[src/rtl/stopwatch_pkg.sv]
// Shared types and BCD helpers for the stopwatch timekeeping core.
// Holds the run-state enum, digit widths and the 00-59 field increment.
package stopwatch_pkg;

    typedef enum logic [1:0] {
        RUN    = 2'd0,
        PAUSED = 2'd1,
        ADJUST = 2'd2
    } sw_state_t;

    localparam int TENS_W  = 3;
    localparam int ONES_W  = 4;
    localparam int SEC_MAX = 59;
    localparam int MIN_MAX = 59;

    typedef struct packed {
        logic [TENS_W-1:0] t;
        logic [ONES_W-1:0] o;
    } bcd_pair_t;

    typedef struct packed {
        bcd_pair_t mins;
        bcd_pair_t secs;
    } mmss_t;

    function automatic logic bcd_at_max(
        input bcd_pair_t v,
        input int        max
    );
        return (v.t == TENS_W'(max / 10)) &&
               (v.o == ONES_W'(max % 10));
    endfunction

    // Wraps to 00 at max; the caller decides whether that wrap carries.
    function automatic bcd_pair_t bcd_inc(
        input bcd_pair_t v,
        input int        max
    );
        bcd_pair_t r;
        r = v;
        if (bcd_at_max(v, max)) begin
            r = '0;
        end else if (v.o == ONES_W'(9)) begin
            r.t = v.t + TENS_W'(1);
            r.o = '0;
        end else begin
            r.o = v.o + ONES_W'(1);
        end
        return r;
    endfunction

endpackage

[src/rtl/stopwatch_counter_tick_sync.sv]
// Synchroniser chain plus edge register for one slow divider output.
// rise is high for exactly one cycle per synchronised rising edge.
module tick_sync #(
    parameter int SYNC_STAGES = 2
) (
    input  logic clk_100MHz,
    input  logic rst_n,
    input  logic d,
    output logic level,
    output logic rise
);

    logic [SYNC_STAGES-1:0] chain;
    logic                   prev;

    always_ff @(posedge clk_100MHz or negedge rst_n) begin
        if (!rst_n) begin
            chain <= '0;
            prev  <= 1'b0;
        end else begin
            chain <= {chain[SYNC_STAGES-2:0], d};
            prev  <= chain[SYNC_STAGES-1];
        end
    end

    assign level = chain[SYNC_STAGES-1];
    assign rise  = level & ~prev;

endmodule

[src/rtl/stopwatch_counter.sv]
// MM:SS stopwatch core: run/pause/adjust state machine driven by
// synchronised divider ticks, with registered digits and blink blanking.
import stopwatch_pkg::*;

module stopwatch_counter #(
    parameter int SYNC_STAGES   = 2,
    parameter bit START_RUNNING = 1'b0
) (
    input  logic              clk_100MHz,
    input  logic              rst_n,
    input  logic              clk_1Hz,
    input  logic              clk_2Hz,
    input  logic              clk_adjust,
    input  logic              pause,
    input  logic              adj,
    input  logic              sel,
    output logic [TENS_W-1:0] min_t,
    output logic [ONES_W-1:0] min_o,
    output logic [TENS_W-1:0] sec_t,
    output logic [ONES_W-1:0] sec_o,
    output logic [3:0]        blank,
    output logic              running
);

    localparam sw_state_t RST_STATE = START_RUNNING ? RUN : PAUSED;

    logic tick_1hz;
    logic tick_2hz;
    logic blink_lvl;
    logic lvl_1hz_unused;
    logic lvl_2hz_unused;
    logic rise_adj_unused;

    tick_sync #(.SYNC_STAGES(SYNC_STAGES)) u_sync_1hz (
        .clk_100MHz (clk_100MHz),
        .rst_n      (rst_n),
        .d          (clk_1Hz),
        .level      (lvl_1hz_unused),
        .rise       (tick_1hz)
    );

    tick_sync #(.SYNC_STAGES(SYNC_STAGES)) u_sync_2hz (
        .clk_100MHz (clk_100MHz),
        .rst_n      (rst_n),
        .d          (clk_2Hz),
        .level      (lvl_2hz_unused),
        .rise       (tick_2hz)
    );

    tick_sync #(.SYNC_STAGES(SYNC_STAGES)) u_sync_adj (
        .clk_100MHz (clk_100MHz),
        .rst_n      (rst_n),
        .d          (clk_adjust),
        .level      (blink_lvl),
        .rise       (rise_adj_unused)
    );

    sw_state_t state_q;
    sw_state_t state_d;
    mmss_t     cnt_q;
    mmss_t     cnt_d;
    logic [3:0] blank_q;
    logic [3:0] blank_d;
    logic       run_q;

    always_ff @(posedge clk_100MHz or negedge rst_n) begin
        if (!rst_n) begin
            state_q <= RST_STATE;
        end else begin
            state_q <= state_d;
        end
    end

    // adj dominates; pause only toggles between RUN and PAUSED.
    always_comb begin
        state_d = state_q;
        unique case (1'b1)
            adj: begin
                state_d = ADJUST;
            end
            !adj && (state_q == ADJUST): begin
                state_d = PAUSED;
            end
            !adj && pause && (state_q == RUN): begin
                state_d = PAUSED;
            end
            !adj && pause && (state_q == PAUSED): begin
                state_d = RUN;
            end
            default: begin
                state_d = state_q;
            end
        endcase
    end

    // Ticks are applied per the pre-transition state.
    always_comb begin
        cnt_d = cnt_q;
        unique case (state_q)
            RUN: begin
                if (tick_1hz) begin
                    cnt_d.secs = bcd_inc(cnt_q.secs, SEC_MAX);
                    if (bcd_at_max(cnt_q.secs, SEC_MAX)) begin
                        cnt_d.mins = bcd_inc(cnt_q.mins, MIN_MAX);
                    end
                end
            end
            ADJUST: begin
                if (tick_2hz) begin
                    if (sel) begin
                        cnt_d.secs = bcd_inc(cnt_q.secs, SEC_MAX);
                    end else begin
                        cnt_d.mins = bcd_inc(cnt_q.mins, MIN_MAX);
                    end
                end
            end
            default: begin
                cnt_d = cnt_q;
            end
        endcase

        blank_d = '0;
        if (state_d == ADJUST) begin
            if (sel) begin
                blank_d = {2'b00, {2{blink_lvl}}};
            end else begin
                blank_d = {{2{blink_lvl}}, 2'b00};
            end
        end
    end

    always_ff @(posedge clk_100MHz or negedge rst_n) begin
        if (!rst_n) begin
            cnt_q   <= '0;
            blank_q <= '0;
            run_q   <= START_RUNNING;
        end else begin
            cnt_q   <= cnt_d;
            blank_q <= blank_d;
            run_q   <= (state_d == RUN);
        end
    end

    assign min_t   = cnt_q.mins.t;
    assign min_o   = cnt_q.mins.o;
    assign sec_t   = cnt_q.secs.t;
    assign sec_o   = cnt_q.secs.o;
    assign blank   = blank_q;
    assign running = run_q;

endmodule

[config.mk]
export PLATFORM = sky130hd
export DESIGN_NAME = stopwatch_counter
export DESIGN_NICKNAME = d
export VERILOG_FILES = /design/src/rtl/stopwatch_pkg.sv /design/src/rtl/stopwatch_counter_tick_sync.sv /design/src/rtl/stopwatch_counter.sv
export SDC_FILE = /design/constraint.sdc
export NUM_CORES = 1
export LEC_CHECK = 0
export ABC_AREA = 1
export ABC_CLOCK_PERIOD_IN_PS = 3620
export CORE_AREA = 8 8 64 66
export CTS_BUF_LIST = sky130_fd_sc_hd__clkbuf_8
export CTS_CLUSTER_SIZE = 14
export DETAILED_ROUTE_END_ITERATION = 8
export DIE_AREA = 0 0 72 74
export HOLD_SLACK_MARGIN = 0.03
export PLACE_DENSITY = 0.75
export SKIP_LAST_GASP = 1
export SLEW_MARGIN = 20
export SYNTH_ARGS = -nofsm -noshare
export SYNTH_HDL_FRONTEND = slang
export SYNTH_SLANG_ARGS = --single-unit
[constraint.sdc]
create_clock -name clk_100MHz -period 3.62 [get_ports clk_100MHz]
set_input_delay 1.086 -clock clk_100MHz [delete_from_list [all_inputs] [get_ports clk_100MHz]]
set_output_delay 1.086 -clock clk_100MHz [all_outputs]
set_load 0.1 [all_outputs]
==> summary.txt, run 1 <==
Results of the flow run.

In the final report, the number of hold violations comes to 0. Counting the fill cells in the layout gives 310. The DRC violation total left in the routed layout is recorded as 0. The chip footprint stands at 5330 um2. Synthesis produced a netlist with a net count of 171.

Per the CTS log, the maximum H-tree level is 1. The max-slew violation total from the final report stands at 0. In the post-route analysis, the smallest setup slack over all paths is 1450 ps.

Yosys reports that the most numerous cell types are 46 x sky130_fd_sc_hd__nand2_1, 26 x sky130_fd_sc_hd__dfrtp_1, 20 x sky130_fd_sc_hd__inv_1. The number of antenna diodes in the final layout is 0. The pre-CTS setup slack stands at 1280 ps. Per the synthesis report, the simple-gate share of the synthesized area is 0.268. By startpoint and endpoint, the worst setup path is classified as reg2out. The count of nets left with antenna violations once routing finished came out at 0. In this run, post-CTS hold repair placed 0 buffers. The number of post-CTS setup repair buffers stands at 0. The critical path goes through buf_4.

The number of antenna violations at the first check in global routing stands at 0. Of the combinational cells, the family taking the most area is simple AND/OR/NAND/NOR gates. The run finished with clean final reports. Note, the detailed placer reported a final HPWL of 1890 um. The floorplan step records an initial core utilization of 0.418. Of all flip-flops after synthesis, the portion carrying an async set or reset was 1.00. The leakage power of the design stands at 0.873 nW.

Synthesis produced 155 cells. The fraction of power spent switching nets stands at 0.551. The highest ir drop seen on vdd stands at 454 uV.

Of the total power, combinational logic draws 0.548. The post-route minimum period stands at 2170 ps. The setup TNS after final layout stands at 0 ps. The worst setup path is launched from a flip-flop. The met3 routing resource usage after global routing stands at 0.0377. The power report attributes to the sequential group a share of 0.332. The number of enable flip-flop cells stands at 0.

The number of nets in the layout stands at 201. Setup repair after global routing left no endpoint under its margin. The routing usage on met1 stands at 0.120. The number of DRC violations after detailed-routing iteration 0 stands at 87. The met1 layer wirelength in the final routing stands at 1180 um. The floorplan die height stands at 74 um. The clock tree buffer depth stands at 2. The mean post-synth cell area stands at 8.57 um2. By instance count after routing, the leading logic cell types are 46 x sky130_fd_sc_hd__nand2_1, 26 x sky130_fd_sc_hd__dfrtp_1, 21 x sky130_fd_sc_hd__inv_1. The cell-internal power stands at 0.000616 W. In this run the most used layer during global routing was met2.
[run 1: path summary, 6_finish.rpt]
check	start	to	cells after the start
setup reg to reg	min_o[0]	min_t[2]	8
max in group asynchronous	rst_n	u_sync_2hz.prev	2
setup / recovery	min_o[0]	min_o[0]	1
hold reg to reg	u_sync_1hz.chain[0]	u_sync_1hz.chain[1]	0
hold / removal	u_sync_1hz.chain[0]	u_sync_1hz.chain[1]	0
min in group asynchronous	rst_n	blank[1]	1
[run 1: power by group through the flow]
stage	Clock (W)	Combinational, W	Sequential [W]
after CTS	0.000171	0.000761	0.000456
after detailed placement	0	0.000758	0.000463
final	0.000165	0.000753	0.000455
after global placement	0	0.000754	0.000459
after global routing	0.000182	0.000797	0.000470
after floorplan	0	0.000193	0.000862
[run 1: area by class of cell]
class                   count  area [um2]  area share
repair buffers             27         220       0.135
multi-input cells         106         562       0.343
clock buffers               3        41.3      0.0252
well taps                  46        57.6      0.0352
clock inverters             1        3.75     0.00229
flip-flops and latches     27         677       0.414
inverters                  20        75.1      0.0459
[run 1: state kept, by name, summed over array words and instances (netlist names)]
signal and cells:
blank 2, min_o 4, min_t 3, running 1, sec_o 4, sec_t 3, state_q 2, u_sync_1hz.chain 2
u_sync_1hz.prev 1, u_sync_2hz.chain 2, u_sync_2hz.prev 1, u_sync_adj.chain 2
[run 1: metrics by stage]
step / total power [W] / std cells / hold slack (ps)
after detailed placement: 0.00122 / 226 / 342
after global placement: 0.00121 / 226 / 332
final: 0.00137 / 230 / 355
after global routing: 0.00145 / 230 / 371
after CTS: 0.00139 / 230 / 362
after floorplan: 0.00106 / 155 / 331
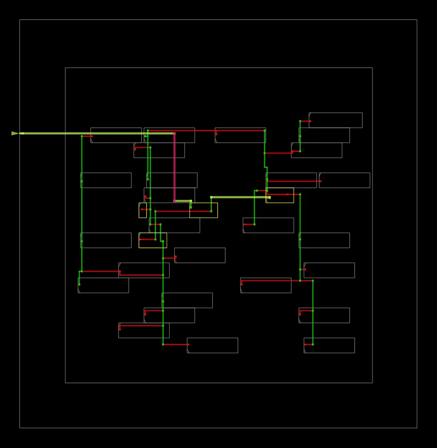
Fig. 1. Clock wiring as the flow saved it (run 1).
number of clock sinks: 27
clock latency reported for the late side of the worst-skew pair: 270 ps
Worst Skew: 6.83 ps
FF+latch count: 27
number of buffers created by CTS: 3

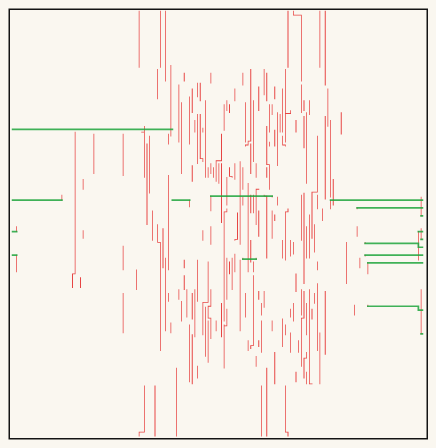
Fig. 2. Routed metal, one colour a layer (run 1).
Only two layers are drawn.
| layer | colour | wire length |
|---|---|---|
| metal 3 | green | 122 um |
| metal 2 | red | 1140 um |
final wirelength: 2460 um
drt wl/cell: 10.7 um

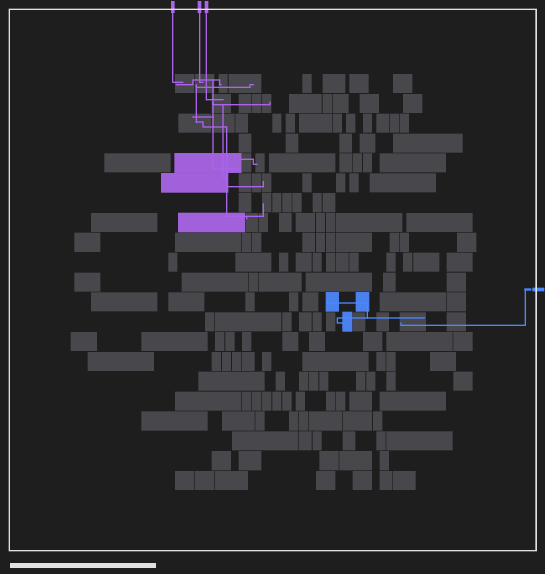
Fig. 3. Nets reached from selected ports (run 1).
The bar under the picture is 20 um long.
| port | colour | bits | direction | edge | end cells | buffers | wire |
|---|---|---|---|---|---|---|---|
| min_t | purple | 3 | output | top | 3 | 3 | 127 um |
| sel | blue | 1 | input | right | 3 | 1 | 44.6 um |
number of primary I/O pins: 27
number of buffers inserted by port buffering: 26

Fig. 4: run 1, a small window of the routed layout
The bar under the picture is 10 um long. Region (21, 22) to (51, 52) um. Cells in grey, sequential cells in the stronger grey; small squares are vias.
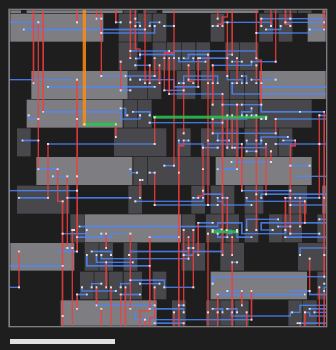

--- run 2 (diff from run 1) ---
--- a/config.mk
+++ b/config.mk
@@ -6,14 +6,14 @@
 export NUM_CORES = 1
 export LEC_CHECK = 0
 export ABC_AREA = 1
-export ABC_CLOCK_PERIOD_IN_PS = 3620
+export ABC_CLOCK_PERIOD_IN_PS = 1750
 export CORE_AREA = 8 8 64 66
 export CTS_BUF_LIST = sky130_fd_sc_hd__clkbuf_8
 export CTS_CLUSTER_SIZE = 14
 export DETAILED_ROUTE_END_ITERATION = 8
 export DIE_AREA = 0 0 72 74
 export HOLD_SLACK_MARGIN = 0.03
-export PLACE_DENSITY = 0.75
+export PLACE_DENSITY = 0.78
 export SKIP_LAST_GASP = 1
 export SLEW_MARGIN = 20
 export SYNTH_ARGS = -nofsm -noshare
==> constraint.sdc (replaced) <==
create_clock -name clk_100MHz -period 1.75 [get_ports clk_100MHz]
set_input_delay 0.525 -clock clk_100MHz [delete_from_list [all_inputs] [get_ports clk_100MHz]]
set_output_delay 0.525 -clock clk_100MHz [all_outputs]
set_load 0.1 [all_outputs]
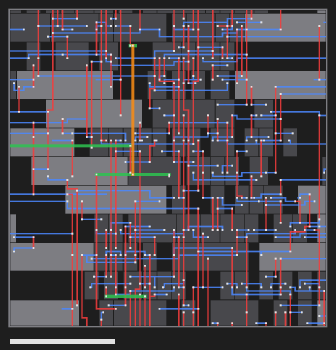
Fig. 5. A small window of the routed layout (run 2).
The bar under the picture is 10 um long. Region (21, 22) to (51, 52) um. Cells in grey, sequential cells in the stronger grey; small squares are vias.
| layer | colour |
|---|---|
| metal 3 | green |
| metal 1 | blue |
| metal 2 | red |
| metal 4 | orange |
cells with their middle in the window: 85
most frequent: nand2_1 (28), inv_1 (11), nor2_1 (8)
sequential cells in the window: 10

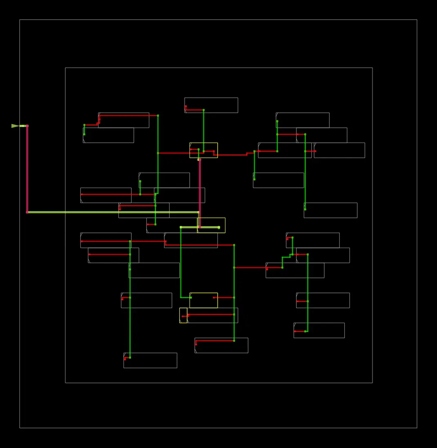
Fig. 6. Clock wiring as the flow saved it (run 2).
Worst Skew: 3.16 ps
number of clock buffers in the layout: 3

==> run 2 against run 1 <==
  * Critical path type is now reg2reg
  * Clock skew fell by 3.7 ps
  * Count of clock-buffer cells in the layout did not move
  * Routed wire length is 5.4% higher
  * Hold slack lost 0.72 ps
  * Die size is the same
  * Largest cell class unchanged
  * First-iteration DRC count decreased by 62%
  * Global-route usage increased by 1.0 points
==> summary.txt, run 2 <==
Results of the flow run.

The combined flip-flop and latch cell area stands at 692 um2 (was 677 um2). Result of the run: complete, no violations (unchanged). The start-to-end type of the worst setup path is reg2reg (was reg2out). The synthesized net count was 171 (unchanged). RSZ-0062 raised after global routing: no (unchanged). The number of CTS-inserted buffers came to 3 (unchanged). The insertion delay at the late pin of the worst-skew pair was 270 ps (about the same). The number of enable flip-flop cells is 0 (unchanged). The total number of cells along the worst setup path stands at 9 (was 1). The number of DRC violations after detailed-routing iteration 0 came to 33 (was 87).

The fraction of power spent switching nets stands at 0.506 (was 0.551). Leading cell types by count after synthesis: 46 x sky130_fd_sc_hd__nand2_1, 26 x sky130_fd_sc_hd__dfrtp_1, 20 x sky130_fd_sc_hd__inv_1 (unchanged). The power share of the sequential group stands at 0.316 (was 0.332). The cell-internal power stands at 0.00160 W (was 0.000616 W). The number of antenna violations at the first check in global routing stands at 0 (unchanged). Top library cells by usage in the layout, fill and taps aside: 46 x sky130_fd_sc_hd__nand2_1, 21 x sky130_fd_sc_hd__inv_1, 19 x sky130_fd_sc_hd__buf_12 (was 46 x sky130_fd_sc_hd__nand2_1, 26 x sky130_fd_sc_hd__dfrtp_1, 21 x sky130_fd_sc_hd__inv_1). The depth of the worst hold-timing path came to 0 (unchanged). Cells traversed along the worst timing path: inv_1 > ha_1 > nand2_1 > nor2_4 > nand2_1 > nand2_1 > nand3b_1 > nand2_1 > nand2_1 (was buf_4). The per-cell routed wire length stands at 11.2 um (was 10.7 um). For the finished layout, the period the worst path requires is 1570 ps. The number of antenna cells inserted is 0 (unchanged). The hold buffer count at cts came to 0 (unchanged). The startpoint kind of the worst setup timing path is a flip-flop (unchanged). The leakage power of the design came to 0.932 nW (was 0.873 nW). The group drawing the most power is combinational cells (unchanged). The final wirelength is 2590 um (was 2460 um). The I/O pin count stands at 27 (unchanged).

The setup slack after layout is 180 ps (was 1450 ps). The fraction of synthesis flops using an asynchronous set or reset pin was 1.00 (unchanged). The mean post-synth cell area was 8.57 um2 (unchanged).

The power dissipated in sequential cells was 0.00103 W (was 0.000455 W). The power dissipated in combinational cells is 0.00187 W (was 0.000753 W). The footprint of the multi-input gates came to 562 um2 (unchanged). The chip footprint stands at 5330 um2 (unchanged). The quantity of I/O buffers inserted on ports came to 26 (unchanged). The floorplan die height came to 74 um (unchanged). The power consumed by the clock network stands at 0.000348 W (was 0.000165 W). The number of design rule violations left after detail routing is 0 (unchanged).

The number of post-CTS setup repair buffers stands at 0 (unchanged).
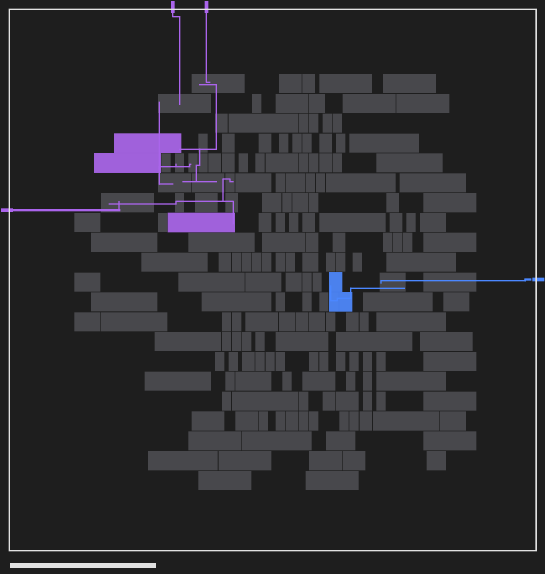
Fig. 7. Nets reached from selected ports (run 2).
The bar under the picture is 20 um long.

## run 2: cell count changes in the layout (fill, tap and decap cells not counted)
cell	before	now
sky130_fd_sc_hd__buf_4	20	2
sky130_fd_sc_hd__buf_12	0	19
sky130_fd_sc_hd__dfrtp_2	0	9
sky130_fd_sc_hd__dfrtp_1	26	16
sky130_fd_sc_hd__dfrtp_4	0	1
## run 2: metrics by stage
stage	area (um2)	std cells	total power [W]
finish	1900	231	0.00325
global placement	1850	227	0.00290
detailed placement	1850	227	0.00293
global route	1900	231	0.00343
CTS	1900	231	0.00328
floorplan	1340	155	0.00221
## run 2: cell families (layout without fill, tap and decap cells)
kind of cell,count (synthesis),after routing,synth area share
simple gates,83,83,0.268
flops,27,27,0.509
buf+inv,22,52,0.0678
compound gates,10,10,0.0461
fa+ha+maj,8,8,0.0753
xor+xnor,5,5,0.0330
## run 2: final cells by class
class,instances,share of cell area
clock buffer,3,0.0218
clock inverter,1,0.00198
inverter,20,0.0396
multi-input combinational,106,0.296
sequential,27,0.365
tap,46,0.0303
timing repair buffer,28,0.245
## run 2: path summary, 6_finish.rpt
kind	start	end	slack, ps
setup reg to reg	sec_o[1]	min_o[1]	180
min in group asynchronous	rst_n	sec_o[2]	630
hold / removal	u_sync_2hz.chain[0]	u_sync_2hz.chain[1]	350
max in group asynchronous	rst_n	state_q[0]	830
hold reg to reg	u_sync_2hz.chain[0]	u_sync_2hz.chain[1]	350
setup / recovery	sec_o[1]	min_o[1]	180
## run 2: metal layers
metal	global-route usage	share of wire	wire, um
met1	0.129	0.45	1160
met2	0.181	0.48	1250
met3	0.0337	0.057	147
met4	0.0408	0.010	27
met5	0	0	0
Fig. 8: run 2, routed metal, one colour a layer
Only two layers are drawn.
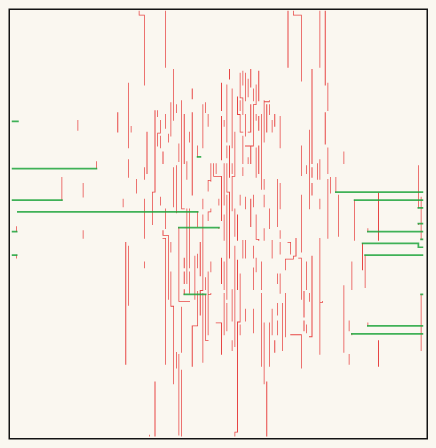

--- run 3 (diff from run 2) ---
--- a/config.mk
+++ b/config.mk
@@ -7,13 +7,14 @@
 export LEC_CHECK = 0
 export ABC_AREA = 1
 export ABC_CLOCK_PERIOD_IN_PS = 1750
-export CORE_AREA = 8 8 64 66
+export CORE_AREA = 2 2 57 59
 export CTS_BUF_LIST = sky130_fd_sc_hd__clkbuf_8
 export CTS_CLUSTER_SIZE = 14
 export DETAILED_ROUTE_END_ITERATION = 8
-export DIE_AREA = 0 0 72 74
+export DIE_AREA = 0 0 59 61
 export HOLD_SLACK_MARGIN = 0.03
-export PLACE_DENSITY = 0.78
+export MAX_ROUTING_LAYER = met4
+export PLACE_DENSITY = 0.8
 export SKIP_LAST_GASP = 1
 export SLEW_MARGIN = 20
 export SYNTH_ARGS = -nofsm -noshare
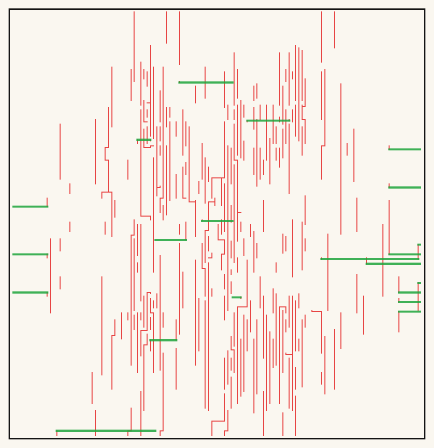
Fig. 9. Routed metal, one colour a layer (run 3).
Only two layers are drawn.
| layer | colour | wire length |
|---|---|---|
| metal 2 | red | 1350 um |
| metal 3 | green | 101 um |
GRT Overall Usage: 0.165
drt wl/cell: 12.1 um
final wirelength: 2630 um
total via count in the routed design: 1091

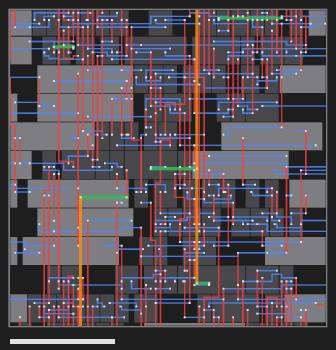
Fig. 10. A small window of the routed layout (run 3).
The bar under the picture is 10 um long. Region (14, 16) to (44, 46) um. Cells in grey, sequential cells in the stronger grey; small squares are vias.

==> run 3 against run 2 <==
  * Maximum frequency rose by 0.73%
  * Total power rose by 0.69%
  * Area after synthesis did not move
  * Final cell count shrank 5.6%
  * First-iteration DRC count is 36% lower
==> summary.txt, run 3 <==
Results of the flow run.

The number of nets in the layout stands at 202 (unchanged). Top library cells by usage in the layout, fill and taps aside: 45 x sky130_fd_sc_hd__nand2_1, 21 x sky130_fd_sc_hd__inv_1, 19 x sky130_fd_sc_hd__buf_12 (was 46 x sky130_fd_sc_hd__nand2_1, 21 x sky130_fd_sc_hd__inv_1, 19 x sky130_fd_sc_hd__buf_12). The XOR/XNOR share of the synthesized area stands at 0.0330 (unchanged). The post-route minimum period stands at 1560 ps (was 1570 ps). The global-route wire length before repair stands at 4200 um (was 4670 um).

The number of antenna cells inserted was 0 (unchanged). The number of antenna violations at the first check in global routing was 0 (unchanged). The area fraction in full adders, half adders and majority gates stands at 0.0753 (unchanged). The cell total after placement was 214 (was 227). The pre-CTS setup slack stands at -49.5 ps (was -13.1 ps). The highest ir drop seen on vdd stands at 1160 uV (was 660 uV).

The setup TNS after final layout came to 0 ps (unchanged). The largest combinational cell category by area is simple AND/OR/NAND/NOR gates (unchanged). The start-to-end type of the worst setup path was reg2reg (unchanged). The setup slack after layout stands at 192 ps (was 180 ps). The worst hold slack across all endpoints stands at 354 ps (was 355 ps).

The clock tree buffer depth was 2 (unchanged). The basic-gate share of the synthesized area counting and, or, nand and nor cells is 0.268 (unchanged). The number of design rule violations left after detail routing came to 0 (unchanged). The final non-filler cell total is 218 (was 231). The insertion delay at the late pin of the worst-skew pair is 270 ps (about the same).

The initial core utilization stands at 0.450 (was 0.418). The total power after layout is 0.00327 W (was 0.00325 W). The count of final hold-check violations was 0 (unchanged). The number of fill cells in the layout stands at 232 (was 270). Result of the run: complete, no violations (unchanged). The number of CTS-inserted buffers stands at 3 (unchanged).

The antenna violation net count after detailed routing stands at 0 (unchanged). The quantity of I/O buffers inserted on ports stands at 26 (unchanged). The synthesized net count came to 171 (unchanged). Leading cell types by count after synthesis: 46 x sky130_fd_sc_hd__nand2_1, 26 x sky130_fd_sc_hd__dfrtp_1, 20 x sky130_fd_sc_hd__inv_1 (unchanged). The leakage power of the design stands at 0.933 nW (was 0.932 nW). The placement-stage cell area is 1840 um2 (was 1850 um2). The number of DRC violations after detailed-routing iteration 0 stands at 21 (was 33).

The number of post-CTS setup repair buffers stands at 0 (unchanged). The compound-gate portion of the synthesized area came to 0.0461 (unchanged). The number of sinks handled by clock tree synthesis came to 27 (unchanged). The synthesized instance count stands at 155 (unchanged). The fraction of synthesis flops using an asynchronous set or reset pin stands at 1.00 (unchanged).
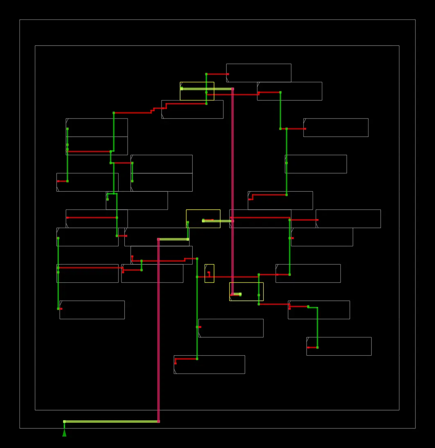
Fig. 11. Clock wiring as the flow saved it (run 3).
Worst Skew: 3.95 ps
clock network power: 0.000345 W

run 3: cell counts after synthesis:
No cell type changed its count.
run 3: metal layers:
layer | GRT usage | vias up | routed length, um
met2 | 0.271 | 25 | 1350
met1 | 0.194 | 522 | 1120
met5 | - | - | 0
met4 | 0.0877 | 0 | 57
li1 | - | 539 | -
met3 | 0.0277 | 5 | 101
run 3: area by class of cell:
class                   instances  area (um2)  share of cell area
flip-flops and latches         27         692               0.367
clock inverters                 1        3.75             0.00199
repair buffers                 28         465               0.247
well taps                      33        41.3              0.0219
clock buffers                   3        41.3              0.0219
multi-input cells             106         564               0.300
inverters                      20        75.1              0.0399
run 3: critical path, stage by stage (launching register included):
cell and delay, ps:
sky130_fd_sc_hd__dfrtp_2 450, sky130_fd_sc_hd__inv_1 80, sky130_fd_sc_hd__ha_1 150, sky130_fd_sc_hd__nand2_1 80, sky130_fd_sc_hd__nor2_4 160, sky130_fd_sc_hd__nand2_2 120, sky130_fd_sc_hd__nand2_1 100, sky130_fd_sc_hd__nand3b_1 140
sky130_fd_sc_hd__nand2_1 110, sky130_fd_sc_hd__nand2_1 50
run 3: report_power, final:
part / switching [W] / internal (W) / total [W]
registers: 0.000251 / 0.000778 / 0.00103
logic: 0.00122 / 0.000674 / 0.00190
clock network: 0.000187 / 0.000158 / 0.000345
total: 0.00166 / 0.00161 / 0.00327
run 3: path summary, 6_finish.rpt:
check	depth (start not counted)	slack, ps	endpoint	start
setup / recovery	9	190	min_o[1]	sec_o[1]
hold / removal	0	350	u_sync_adj.chain[1]	u_sync_adj.chain[0]
setup reg to reg	9	190	min_o[1]	sec_o[1]
hold reg to reg	0	350	u_sync_adj.chain[1]	u_sync_adj.chain[0]
max in group asynchronous	2	830	state_q[0]	rst_n
min in group asynchronous	2	610	u_sync_adj.chain[0]	rst_n
Power figures rest on the tool's default switching activity, not on a simulated workload.
